==> run_1/m3.png <==
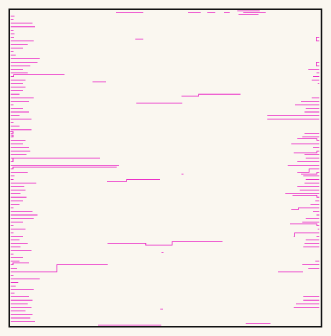
==> run_1/clock_wires.png <==
Bar = 20 um.
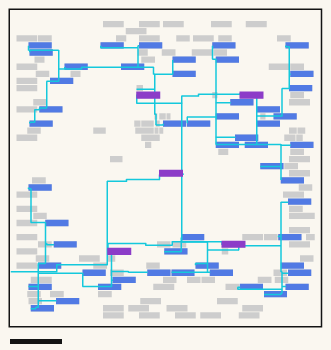
==> run_1/placed.png <==
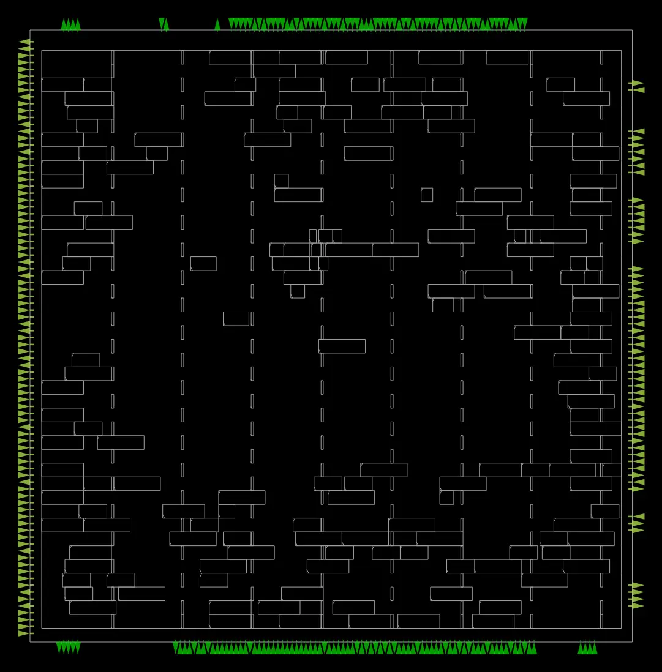
==> run_1/pinout.png <==
Pins as bars across the die edge, other pins in grey.
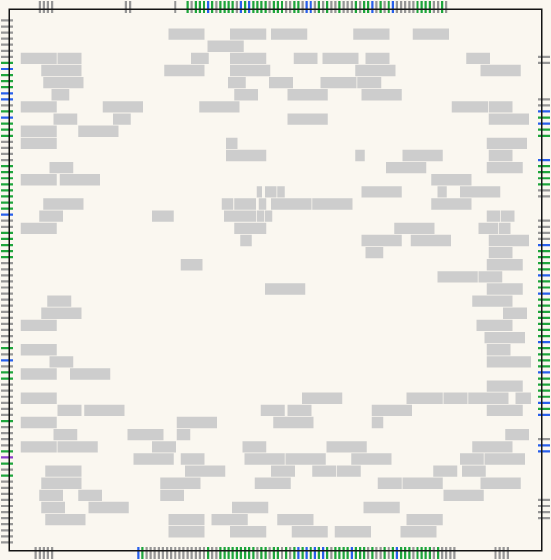
**src/rtl/bram_arb_pkg.sv**
```systemverilog
// Shared types and default sizing for the BRAM arbiter (scheduler, port mux, top).
// Struct field widths follow the BRAM_* defaults below; module parameters must agree with them.
package bram_arb_pkg;

    localparam int BRAM_N      = 4;
    localparam int BRAM_ADDR_W = 10;
    localparam int BRAM_DATA_W = 32;
    localparam int IDX_W       = $clog2(BRAM_N);
    localparam int CNT_W       = 16;

    typedef struct packed {
        logic                   en;
        logic                   we;
        logic [BRAM_ADDR_W-1:0] addr;
        logic [BRAM_DATA_W-1:0] wdata;
    } bram_cmd_t;

    typedef struct packed {
        logic             vld;
        logic [IDX_W-1:0] idx;
    } rd_tag_t;

endpackage

```
**src/rtl/bram_rd_tag_pipe.sv**
```systemverilog
// RD_LAT-deep shift register of read tags; the last stage drives the one-hot response valid.
module bram_rd_tag_pipe
    import bram_arb_pkg::*;
#(
    parameter int N      = BRAM_N,
    parameter int RD_LAT = 2
) (
    input  logic         clk,
    input  logic         rst_n,
    input  rd_tag_t      tag_i,
    output logic [N-1:0] rsp_vld_o
);

    rd_tag_t stage_q [RD_LAT];

    // NOTE: every stage is reset so a reset drops in-flight reads; this is a register chain, not a RAM.
    always_ff @(posedge clk or negedge rst_n) begin
        if (!rst_n) begin
            for (int i = 0; i < RD_LAT; i++) stage_q[i] <= '0;
        end else begin
            stage_q[0] <= tag_i;
            for (int i = 1; i < RD_LAT; i++) stage_q[i] <= stage_q[i-1];
        end
    end

    // NOTE: default assigned first so no latch is inferred for the unset bits.
    always_comb begin
        rsp_vld_o = '0;
        if (stage_q[RD_LAT-1].vld) rsp_vld_o[stage_q[RD_LAT-1].idx] = 1'b1;
    end

endmodule

```
**src/rtl/bram_arb_port_mux.sv**
```systemverilog
// Muxes the granted requester onto a registered BRAM port and steers read data back by tag.
// Optional per-requester grant counters when BRAM_ARB_MUX_STATS_EN is defined.
module bram_arb_port_mux
    import bram_arb_pkg::*;
#(
    parameter int N      = BRAM_N,
    parameter int ADDR_W = BRAM_ADDR_W,
    parameter int DATA_W = BRAM_DATA_W,
    parameter int RD_LAT = 2
) (
    input  logic                clk,
    input  logic                rst_n,
    input  logic [N-1:0]        req_vld,
    input  logic [N-1:0]        req_we,
    input  logic [N*ADDR_W-1:0] req_addr,
    input  logic [N*DATA_W-1:0] req_wdata,
    output logic [N-1:0]        req_rdy,
    output logic [N-1:0]        arb_req,
    input  logic [IDX_W-1:0]    grant_idx,
    input  logic                grant_vld,
    output logic                bram_en,
    output logic                bram_we,
    output logic [ADDR_W-1:0]   bram_addr,
    output logic [DATA_W-1:0]   bram_wdata,
    input  logic [DATA_W-1:0]   bram_rdata,
    output logic [N-1:0]        rsp_vld,
    output logic [DATA_W-1:0]   rsp_rdata
`ifdef BRAM_ARB_MUX_STATS_EN
    ,
    input  logic                stats_clr,
    output logic [N*CNT_W-1:0]  grant_cnt
`endif
);

    bram_cmd_t        cmd_q, cmd_d;
    logic [IDX_W-1:0] owner_q, owner_d;
    logic             accept;

    assign arb_req = req_vld;
    assign accept  = grant_vld && req_vld[grant_idx];

    always_comb begin
        req_rdy = '0;
        if (accept) req_rdy[grant_idx] = 1'b1;
    end

    // Idle cycles drop en/we but keep addr/wdata, so the port only toggles on real commands.
    always_comb begin
        cmd_d    = cmd_q;
        cmd_d.en = 1'b0;
        cmd_d.we = 1'b0;
        owner_d  = owner_q;
        if (accept) begin
            cmd_d.en    = 1'b1;
            cmd_d.we    = req_we[grant_idx];
            cmd_d.addr  = req_addr[grant_idx*ADDR_W +: ADDR_W];
            cmd_d.wdata = req_wdata[grant_idx*DATA_W +: DATA_W];
            owner_d     = grant_idx;
        end
    end

    // NOTE: sequential state uses non-blocking assignments only.
    always_ff @(posedge clk or negedge rst_n) begin
        if (!rst_n) begin
            cmd_q   <= '0;
            owner_q <= '0;
        end else begin
            cmd_q   <= cmd_d;
            owner_q <= owner_d;
        end
    end

    assign bram_en    = cmd_q.en;
    assign bram_we    = cmd_q.we;
    assign bram_addr  = cmd_q.addr;
    assign bram_wdata = cmd_q.wdata;

    // The tag enters the pipe as the registered command reaches the BRAM.
    rd_tag_t tag_in;
    assign tag_in = '{vld: cmd_q.en & ~cmd_q.we, idx: owner_q};

    bram_rd_tag_pipe #(.N(N), .RD_LAT(RD_LAT)) u_tag_pipe (
        .clk       (clk),
        .rst_n     (rst_n),
        .tag_i     (tag_in),
        .rsp_vld_o (rsp_vld)
    );

    assign rsp_rdata = bram_rdata;

`ifdef BRAM_ARB_MUX_STATS_EN
    logic [CNT_W-1:0] cnt_q [N];
    logic [CNT_W-1:0] cnt_d [N];

    always_comb begin
        for (int i = 0; i < N; i++) begin
            cnt_d[i] = cnt_q[i];
            if (stats_clr)                        cnt_d[i] = '0;
            else if (req_rdy[i] && cnt_q[i] != '1) cnt_d[i] = cnt_q[i] + 1'b1;
        end
    end

    always_ff @(posedge clk or negedge rst_n) begin
        if (!rst_n) begin
            for (int i = 0; i < N; i++) cnt_q[i] <= '0;
        end else begin
            for (int i = 0; i < N; i++) cnt_q[i] <= cnt_d[i];
        end
    end

    for (genvar g = 0; g < N; g++) begin : g_cnt_out
        assign grant_cnt[g*CNT_W +: CNT_W] = cnt_q[g];
    end
`endif

`ifndef SYNTHESIS
    a_grant_has_req: assert property (@(posedge clk) disable iff (!rst_n)
        grant_vld |-> req_vld[grant_idx])
        else $error("grant issued to idle requester %0d", grant_idx);
`endif

endmodule

```
**config.mk**
```make
export PLATFORM = sky130hd
export DESIGN_NAME = bram_arb_port_mux
export DESIGN_NICKNAME = d
export VERILOG_FILES = /design/src/rtl/bram_arb_pkg.sv /design/src/rtl/bram_rd_tag_pipe.sv /design/src/rtl/bram_arb_port_mux.sv
export SDC_FILE = /design/constraint.sdc
export NUM_CORES = 1
export LEC_CHECK = 0
export CAP_MARGIN = 5
export CORE_AREA = 2 2 117 119
export DETAILED_ROUTE_END_ITERATION = 10
export DIE_AREA = 0 0 119 121
export DONT_BUFFER_PORTS = 1
export HOLD_SLACK_MARGIN = 0.02
export PLACE_DENSITY_LB_ADDON = 0.2
export SLEW_MARGIN = 15
export SYNTH_ARGS = -nofsm -noshare
export SYNTH_HDL_FRONTEND = slang
export SYNTH_HIERARCHICAL = 1
export SYNTH_SLANG_ARGS = --single-unit
```
**constraint.sdc**
```tcl
create_clock -name clk -period 2.1 [get_ports clk]
set_input_delay 0.42 -clock clk [delete_from_list [all_inputs] [get_ports clk]]
set_output_delay 0.42 -clock clk [all_outputs]
set_load 0.005 [all_outputs]
```
==> reports/results.ini, run 1 <==
[outcome]
outcome=completed

[synth]
synthMuxAreaShare=0.474
yosys_most_used_dff=sky130_fd_sc_hd__dfrtp_1
synth.cellmix.compoundShare=0.00877
async_sr_flop_fraction=1.00

[drt]
drt_pass1_iterations=4
dr_wl_met3_um=1110

[place]
routabilityCongestion=0.682
pre_cts_ws_ps=416

[sta]
max_slew_margin=0.730
worst-slew-pin-transition_ps=403

[worst_setup_path]
critical_path.reg2reg.startpoint=bram_wdata[20]
cp_slowest_stage_delay_ps=400
path_max_fanout=50
worst-path-buf-inv=0
worst_path_dominant_cell_family=simple AND/OR/NAND/NOR gates

[cts]
cts_resized=0
post_cts.repair.setup_buffers=0
root_buffer=sky130_fd_sc_hd__clkbuf_16
clock_slew_seen_by_the_registers_of_the_worst_setup_and_hold_paths_ps=70
clock_sinks=52

[power]
pg_seq_mw=1.44
vdd_drop_max_v=0.000273
combinationalPower_mw=0.590

[die]
io_pins=301
num_rows=42
floorplan.die_area_mm2=0.0144

[worst_hold_path]
hold_path.startpoint=grant_idx[1]

[grt]
antenna_found_initial=1

[layout]
non_clock_buffering_overhead_in_the_final_layout=0.0187
fillerInstances=1301
layout.area.top_class=multi-input combinational cells
inv_count=0
most-common-layout-cells=sky130_fd_sc_hd__dfrtp_1, sky130_fd_sc_hd__mux4_2, sky130_fd_sc_hd__mux2_4, sky130_fd_sc_hd__mux2_2, sky130_fd_sc_hd__clkbuf_16
multiInputGateArea_mm2=0.00175
comb_share=0.501

Back to the opening pictures, m3.png:
main direction: horizontal
nets with wire on the layer: 147
wire length on this layer: 1,110 um
longest straight run: 41.2 um
share of all routed wire: 13%
global-route met3 utilization: 0.0672
detailed-route wire length: 8260 um

Back to the opening pictures, clock_wires.png:
legend:
  clock-net drivers:
    colour: purple
    count: 5
  clock wires:
    colour: cyan
    length: 866 um
  flip-flops:
    colour: blue
    count: 52
flops lie: spread over the die
routed clock nets: 6

Back to the opening pictures, placed.png:
post-layout instance count excluding filler cells: 343
sequential cell count of the final layout: 52
area of the placeable core: 0.0131 mm2
core utilization of the finished layout: 0.266

Back to the opening pictures, pinout.png:
legend:
  bram_wdata:
    colour: blue
    pins: 32
    direction: output
    edge: 12 east, 7 south, 7 north, 6 west
  req_wdata:
    colour: green
    pins: 128
    direction: input
    edge: 39 south, 32 north, 29 east, 28 west
  clk:
    colour: purple
    pins: 1
    direction: input
    edge: west

==> run 1 -> run 2 <==
==> constraint.sdc (replaced) <==
create_clock -name clk -period 1.2 [get_ports clk]
set_input_delay 0.24 -clock clk [delete_from_list [all_inputs] [get_ports clk]]
set_output_delay 0.24 -clock clk [all_outputs]
set_load 0.005 [all_outputs]
==> run_2/placed.png <==
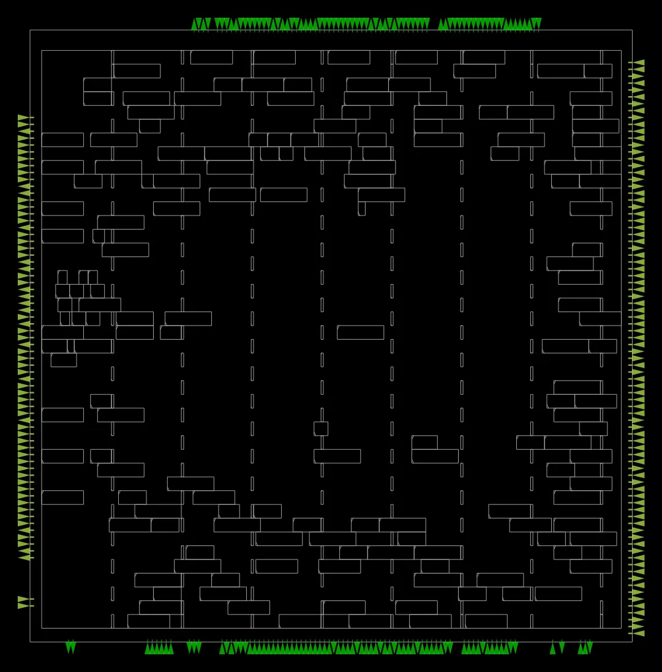
core utilization of the finished layout: 0.267
register share of the cell area: 0.372
count of fill cells added during filler insertion: 1,308

==> run_2/pinout.png <==
Pins as bars across the die edge, other pins in grey.
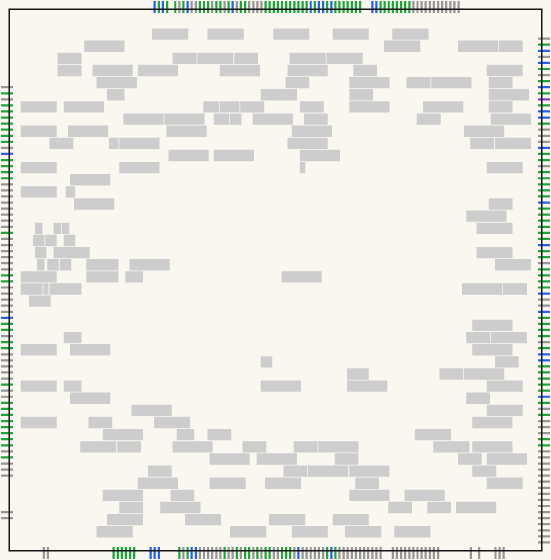
legend:
  bram_wdata:
    colour: blue
    pins: 32
    direction: output
    edge: 13 east, 10 north, 7 south, 2 west
  clk:
    colour: purple
    pins: 1
    direction: input
    edge: east
  req_wdata:
    colour: green
    pins: 128
    direction: input
    edge: 40 north, 39 east, 29 west, 20 south
all pins by edge: 84 east, 78 south, 72 north, 67 west
input/output buffers: 0
width of the die: 119 um
y dimension of the die: 121 um

==> reports/results.ini, run 2 <==
[outcome]
outcome=complete, but fails checks
failed_checks=hold timing, setup timing

[worst_setup_path]
worst_path_dominant_cell_family=flip-flops
cp_slowest_stage_delay_ps=410
critical_path.reg2reg.startpoint=bram_wdata[31]
worst-path-buf-inv=0
path_max_fanout=4

[power]
combinationalPower_mw=1.00
static-leakage-power_nw=1.35
vdd_drop_max_v=0.000559

[grt]
antenna_found_initial=1
wire_length_of_the_first_global_routing_pass_um=11900
grt_most_used_layer=met2
globalRouteMet3Util=0.0555

[layout]
design_area_mm2=0.00350
inv_count=0
seq_cell_count=52
layout.area.top_class=multi-input combinational cells
comb_share=0.502
layout.cells.non_filler=345
non_clock_buffering_overhead_in_the_final_layout=0.0200
multiInputGateArea_mm2=0.00176

[drt]
drt_pass1_iterations=6
dr_wl_met3_um=1070
totalWireLength_um=7870

[synth]
ys_top_cells_by_count=sky130_fd_sc_hd__dfrtp_1, sky130_fd_sc_hd__mux4_2, sky130_fd_sc_hd__buf_4, sky130_fd_sc_hd__mux2_4
synthMuxAreaShare=0.474
summed_instance_area_of_the_synthesized_netlist_mm2=0.00342
synth.cellmix.compoundShare=0.00877
yosys_most_used_dff=sky130_fd_sc_hd__dfrtp_1
async_sr_flop_fraction=1.00

[die]
num_rows=42
io_pins=301

[cts]
post_cts.repair.setup_buffers=0
root_buffer=sky130_fd_sc_hd__clkbuf_16
max-clock-path-buffers=2
clock_slew_seen_by_the_registers_of_the_worst_setup_and_hold_paths_ps=70
clock_sinks=52
cts_resized=2

[sta]
final-hold-violation-count=52
worst_slack_ps=-0.209
max_slew_margin=0.829
fin_worst_hold_slack_ps=-360
setup_viol=1

[place]
routabilityCongestion=0.674
dp.final_hpwl_um=6050
pre_cts_ws_ps=-179

==> run_2/clock_wires.png <==
Bar = 20 um.
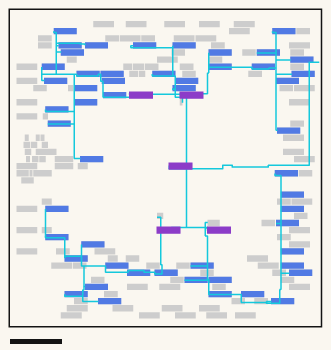
legend:
  clock wires:
    colour: cyan
    length: 779 um
  flip-flops:
    colour: blue
    count: 52
  clock-net drivers:
    colour: purple
    count: 5
routed clock nets: 6
flops lie: spread over the die
clock-net power: 1.47 mW
portion of total power attributed to the clock network: 0.294

==> run 2 -> run 3 <==
--- a/config.mk
+++ b/config.mk
@@ -6,7 +6,7 @@
 export NUM_CORES = 1
 export LEC_CHECK = 0
 export CAP_MARGIN = 5
-export CORE_AREA = 2 2 117 119
+export CORE_AREA = 5 5 114 116
 export DETAILED_ROUTE_END_ITERATION = 10
 export DIE_AREA = 0 0 119 121
 export DONT_BUFFER_PORTS = 1
==> run_3/placed.png <==
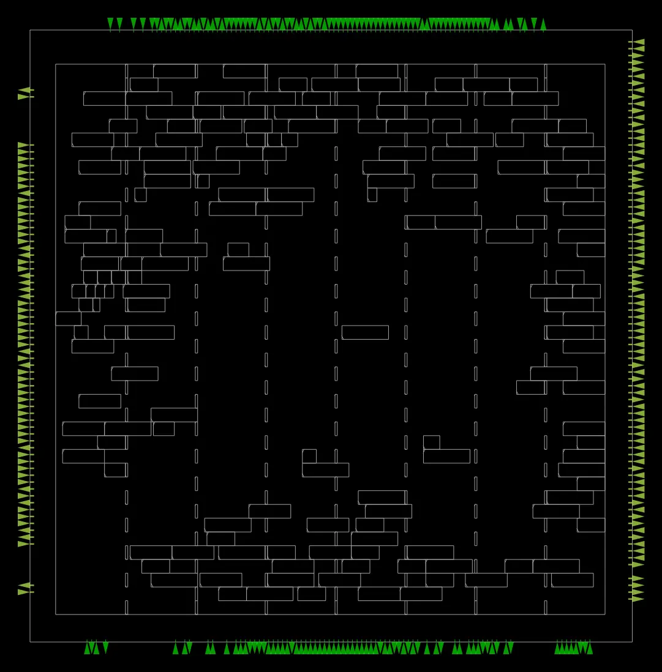
count of standard-cell rows: 40
area of the placeable core: 0.0118 mm2
post-layout instance count excluding filler cells: 317
register share of the cell area: 0.376

==> run_3/m3.png <==
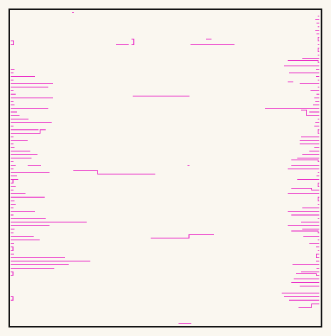
main direction: horizontal
share of all routed wire: 10%
wire length on this layer: 911 um
Vias: 1,716
global-route met3 utilization: 0.0490
detailed-route wire length: 8860 um

==> reports/results.ini, run 3 <==
[cts]
clock_slew_seen_by_the_registers_of_the_worst_setup_and_hold_paths_ps=70
max-clock-path-buffers=2

[layout]
comb_share=0.507
post-route-util=0.293
layout.area.top_class=multi-input combinational cells
fillerInstances=1167
inv_count=0

[outcome]
outcome=complete, but fails checks
failed_checks=hold timing, setup timing

[worst_setup_path]
path_max_fanout=4
worst_path_dominant_cell_family=flip-flops
cp_slowest_stage_delay_ps=410

[place]
pre_cts_ws_ps=-211
dp.final_hpwl_um=7040

[grt]
wire_length_of_the_first_global_routing_pass_um=13200

[power]
combinationalPower_mw=1.02
power_clock_mw=1.46
static-leakage-power_nw=1.36
pg_seq_mw=2.54

[synth]
synthMuxAreaShare=0.474
async_sr_flop_fraction=1.00

[sta]
final-hold-violation-count=52
setup_viol=1
fin_worst_hold_slack_ps=-365
worst_slack_ps=-3.51

==> run_3/pinout.png <==
Pins as bars across the die edge, other pins in grey.
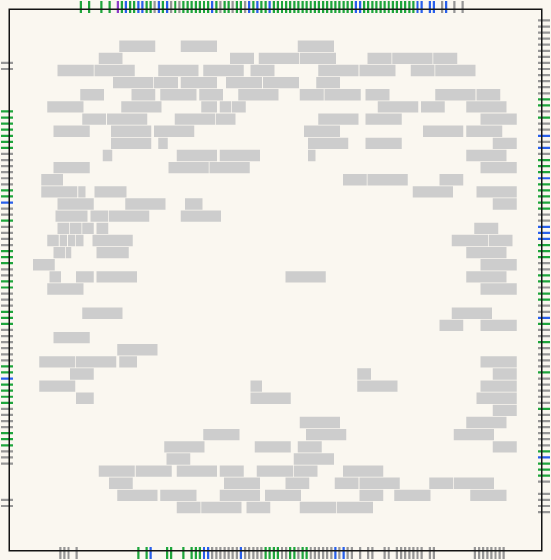
legend:
  bram_wdata:
    colour: blue
    pins: 32
    direction: output
    edge: 16 north, 8 east, 6 south, 2 west
  req_wdata:
    colour: green
    pins: 128
    direction: input
    edge: 59 north, 27 west, 26 east, 16 south
  clk:
    colour: purple
    pins: 1
    direction: input
    edge: north


==> gallery <==
Cell area per tile.
12 x 12 tiles, from white (low) to dark blue (high), 0 to 100% covered.
picture 1
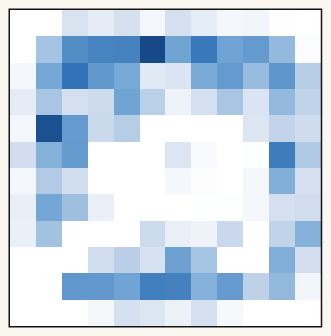
picture 2
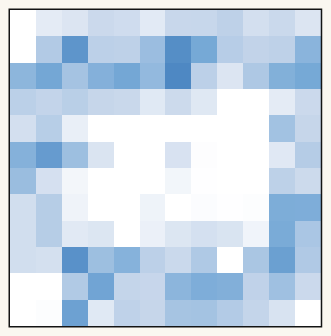
picture 3
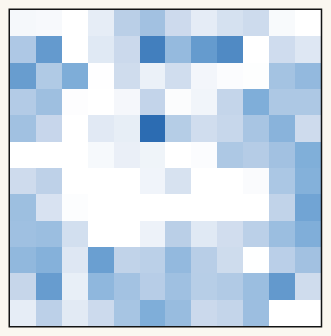
Run 3 is picture 1.
Run 2 is picture 2.
Run 1 is picture 3.

Key to picture 2:
mean over tiles: 23%
densest ninth of the die: north
emptiest ninth of the die: centre

No activity file was given, so power comes from the tool's default toggle rates.
